==> images/ff_map.png <==
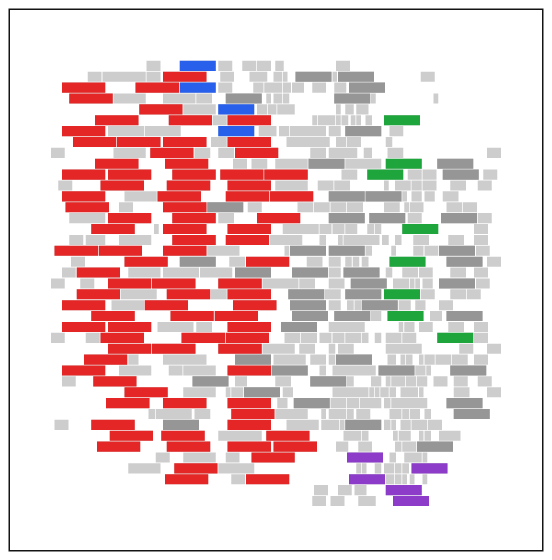
==> images/placed.png <==
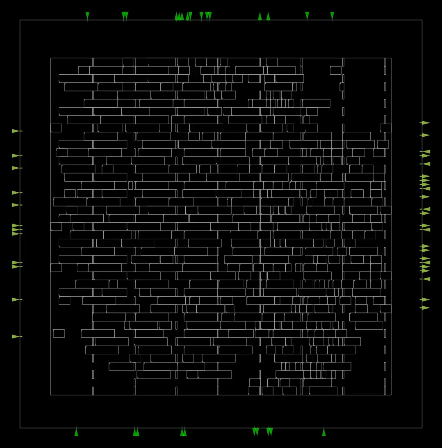
==> images/class_map.png <==
Fill, decap, tap and diode cells in gray.
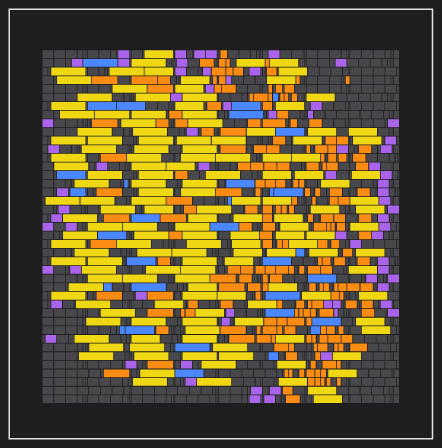
==> images/route_heat.png <==
Bar = 50 um. The die is cut into 27 by 27 equal tiles; black is low, pale yellow is high, scaled to the fullest tile. Values are wire area over tile area, all layers added.
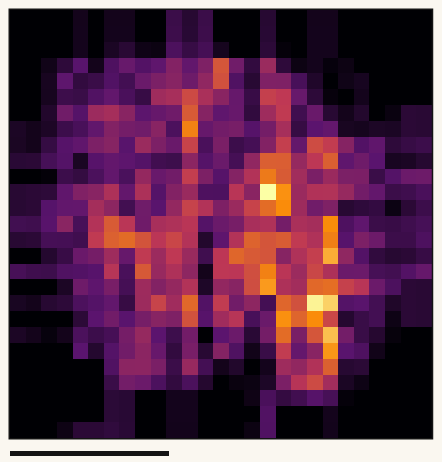
==> images/closeup.png <==
Bar = 20 um. Region (8, 9) to (58, 59) um. Cells in gray, sequential cells in the stronger gray; small squares are vias.
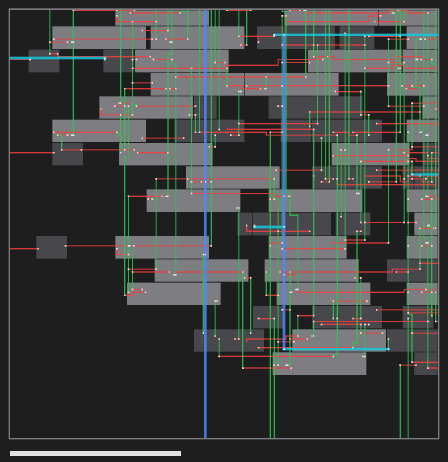
Design wb_master08, sky130hd; sources not shown.
==> flow_summary.json <==
{
  "ys_warn_count": 0,
  "antenna_found_initial": 0,
  "grt_max_degree": 39,
  "synthFlopType": "edfxtp_1",
  "grt_pass1_wl_um": 20240,
  "die_x_um": 133,
  "syn_to_final_growth_pct": 22.60,
  "clock_path_buffers": 2,
  "layout.nets": 495,
  "synthXorXnorAreaFrac": 0.008304,
  "required_ns": 2.29,
  "min_path_type": "reg -> reg",
  "setup-violations-final": 0,
  "cellLeakagePower_nw": 2.970,
  "logic_family": "multiplexers",
  "dpl.cell_count": 603,
  "synth.avg_cell_area_um2": 16.61,
  "antennaDiodeCount": 0,
  "logic_area_mm2": 0.001943,
  "finalSetupTns_ns": 0,
  "holdBufCountCts": 0,
  "worstSetupStartpointType": "register",
  "worst_setup_path_end_kind": "primary output",
  "synth_adder_area_share": 0.02293,
  "arrival_ns": 1.90,
  "clk_latency_ns": 0.42,
  "largest_register_ff_count": 88,
  "pin_count": 60,
  "timing.slew.headroom": 0.3178,
  "ys_sh_aoi": 0.05931,
  "worst_r2r_path_depth": 5,
  "cts.clk_slew.worst_paths_ns": 0.06,
  "h-tree-depth": 4,
  "grt_pass1_vias": 3728,
  "yosysUniqueCellTypes": 45,
  "grt.met1_usage": 0.1689,
  "worst-r2r-setup-slack_ns": 0.42,
  "warning_count": 31,
  "yosysTopAreaCell": "edfxtp_1",
  "area_leaders": "edfxtp_1 (42%), dfrtp_1 (25%), mux4_2 (7.8%)",
  "drt-pass1-iter-count": 4,
  "synth_cells": 381,
  "slew_viol_final": 0,
  "cp_max_fo": 6,
  "grt.overflow.total": 0,
  "yosysChipArea_mm2": 0.006329,
  "instances_no_fill": 635,
  "mux_share": 0.1793,
  "cap_violations": 0,
  "port_buffers": 59,
  "fmax_mhz": 368.0,
  "min_path_cells": 1,
  "gr-usage-met2": 0.2482,
  "worst_slew_pin_slew_ns": 1.022,
  "async_reset_ff_frac": 0.4211,
  "outcome": "complete, no violations",
  "fin_crit_sh": 0.8737,
  "cts_num_sinks": 152,
  "drtIter0Drc": 239,
  "fp.dieH_um": 135,
  "dieArea_mm2": 0.01796,
  "combinationalPowerShare": 0.325,
  "ys_seq_frac": 0.6706,
  "yosys.area.top_type_share": 0.4176,
  "avgRoutedWirePerCell_um": 19.66,
  "synth-edff-count": 88,
  "top_usage_layer": "met2",
  "synth-simple-area-share": 0.03618,
  "layout_min_cycle_time_ns": 2.717,
  "fp_util": 0.5035,
  "power-per-cell-area_mw_per_mm2": 1003,
  "cts_setup_buffers": 0,
  "cts-root-buf": "clkbuf_16",
  "clkPwrFrac": 0.284,
  "cts_tree": "yes",
  "ys_seq_elements": 152,
  "syn-num-nets": 426,
  "cts_buffers": 17,
  "criticalPathCategory": "reg -> out",
  "place.gp.congestion": 0.8078,
  "grt_setup_unrepaired": "false",
  "place.detailed.hpwl_um": 8407,
  "finalHoldViolCount": 0,
  "seq_power_share": 0.391,
  "ant_nets": 0,
  "drive_gt1_frac": 0.2289,
  "internal-power_mw": 5.442,
  "yosys_cells": 381,
  "drc_errors": 0,
  "synth_area_mm2": 0.006329,
  "max-vdd-ir-drop_mv": 0.4824,
  "met3_usage": 0.04340,
  "cts_resized": 0,
  "routed_via_density": 5.447,
  "swShare": 0.3008,
  "switchingPower_mw": 2.341
}
-- ff_map.png (at the start) --
- mem: red (flops 88)
- tmo_cnt: purple (flops 5; where south-east)
- rdata: green (flops 8; where east)
- ADR_O: blue (flops 4; where north)
Flop area: 0.004244 mm2
Seq area share: 0.5470
seq pwr: 3.04 mW

-- placed.png (at the start) --
Core ar.: 0.01257 mm2
# fillers: 912
Tapcells: 172

-- class_map.png (at the start) --
- remaining logic cells: orange (cells 209)
- registers: yellow (cells 152)
- remaining buffers and delay cells: purple (cells 70)
- clock drivers and dummy loads: blue (cells 32)
design area: 0.007759 mm2
row count: 41
Final Util: 0.6173

-- route_heat.png (at the start) --
- densest ninth of the die: center
- mean over tiles: 0.11
- emptiest ninth of the die: north-east
- nearly empty tiles: 24%
- tiles over half the peak: 9.7%
All-Layer GR Usage: 0.1469
Post-Route WL: 12480 um
via count: 3459

-- closeup.png (at the start) --
- M3: cyan
- M1: red
- M2: green
- M4: blue
- most frequent: edfxtp_1 (23), dlygate4sd3_1 (8), mux4_2 (5)
- sequential cells in the window: 25
- cells with their middle in the window: 50

-- cell usage after synthesis, types with 10 or more instances --
cell,n
inv_1,13
mux2i_1,11
mux4_2,22
nor2_1,13
dfrtp_1,64
o21ai_0,24
edfxtp_1,88
ha_1,10
mux2_1,10
clkbuf_1,10
mux2_2,37
-- through the flow --
step / power (mW) / setup WS [ns] / hold slack, ns / cell area [um2]
finish: 7.783 / 0.3929 / 0.2906 / 7759
global route: 8.218 / 0.1682 / 0.3043 / 7759
CTS: 7.871 / 0.3594 / 0.2939 / 7780
detailed placement: 5.632 / 0.3370 / 0.2808 / 7137
global placement: 5.531 / 0.3629 / 0.2668 / 7137
floorplan: 4.750 / 0.1562 / 0.2498 / 6329
-- worst max-delay path, stage by stage (launching register included) --
cell             delay (ns)
dfrtp_1                0.38
inv_1                  0.09
a31oi_1                0.38
clkdlybuf4s50_1        0.63
-- metal layers --
metal | vias up | routed length [um]
met2 | 76 | 6412
met3 | 21 | 538
met1 | 1755 | 5242
li1 | 1607 | -
met5 | - | 0
met4 | 0 | 288
-- cell usage in the layout, fill, tap and decap left out, types with 3 or more instances in the layout --
master           synthesis  routed
a32oi_1                  9       9
edfxtp_1                88      88
nand2_1                  9       9
mux4_2                  22      22
nand3_1                  4       4
clkbuf_16                0      17
nor2_1                  13      12
o21ai_0                 24      24
a211oi_1                 8       8
clkdlybuf4s50_1          0      35
buf_4                    1       8
and3_1                   5       5
dlygate4sd3_1            0      24
dfrtp_1                 64      64
ha_1                    10      10
a21oi_1                  4       4
mux2_1                  10      10
mux2i_1                 11      11
inv_1                   13      13
bufinv_16                0       5
xor2_1                   3       3
mux2_2                  37      37
xnor2_1                  3       3
-- power by group through the flow --
stage	combinational [mW]	clock [mW]	sequential, mW
2_1_floorplan	1.75	0	3.00
5_1_grt	2.77	2.34	3.10
4_1_cts	2.59	2.24	3.04
3_3_place_gp	2.49	0	3.04
3_5_place_dp	2.56	0	3.07
6_report	2.53	2.21	3.04
-- kinds of logic after synthesis --
group	Yosys count
flops	152
fa+ha+maj	11
mux	80
other cells	1
xor+xnor	6
simple gates	43
compound gates	55
buf+inv	33
-- cell type report --
cell class | count | area share
Clock buffer | 19 | 0.05709
Clock inverter | 13 | 0.02580
Inverter | 13 | 0.006289
Multi-Input combinational cell | 196 | 0.2504
Sequential cell | 152 | 0.5470
Tap cell | 172 | 0.02774
Timing Repair Buffer | 70 | 0.08563
Power figures rest on the tool's default switching activity, not on a simulated workload.
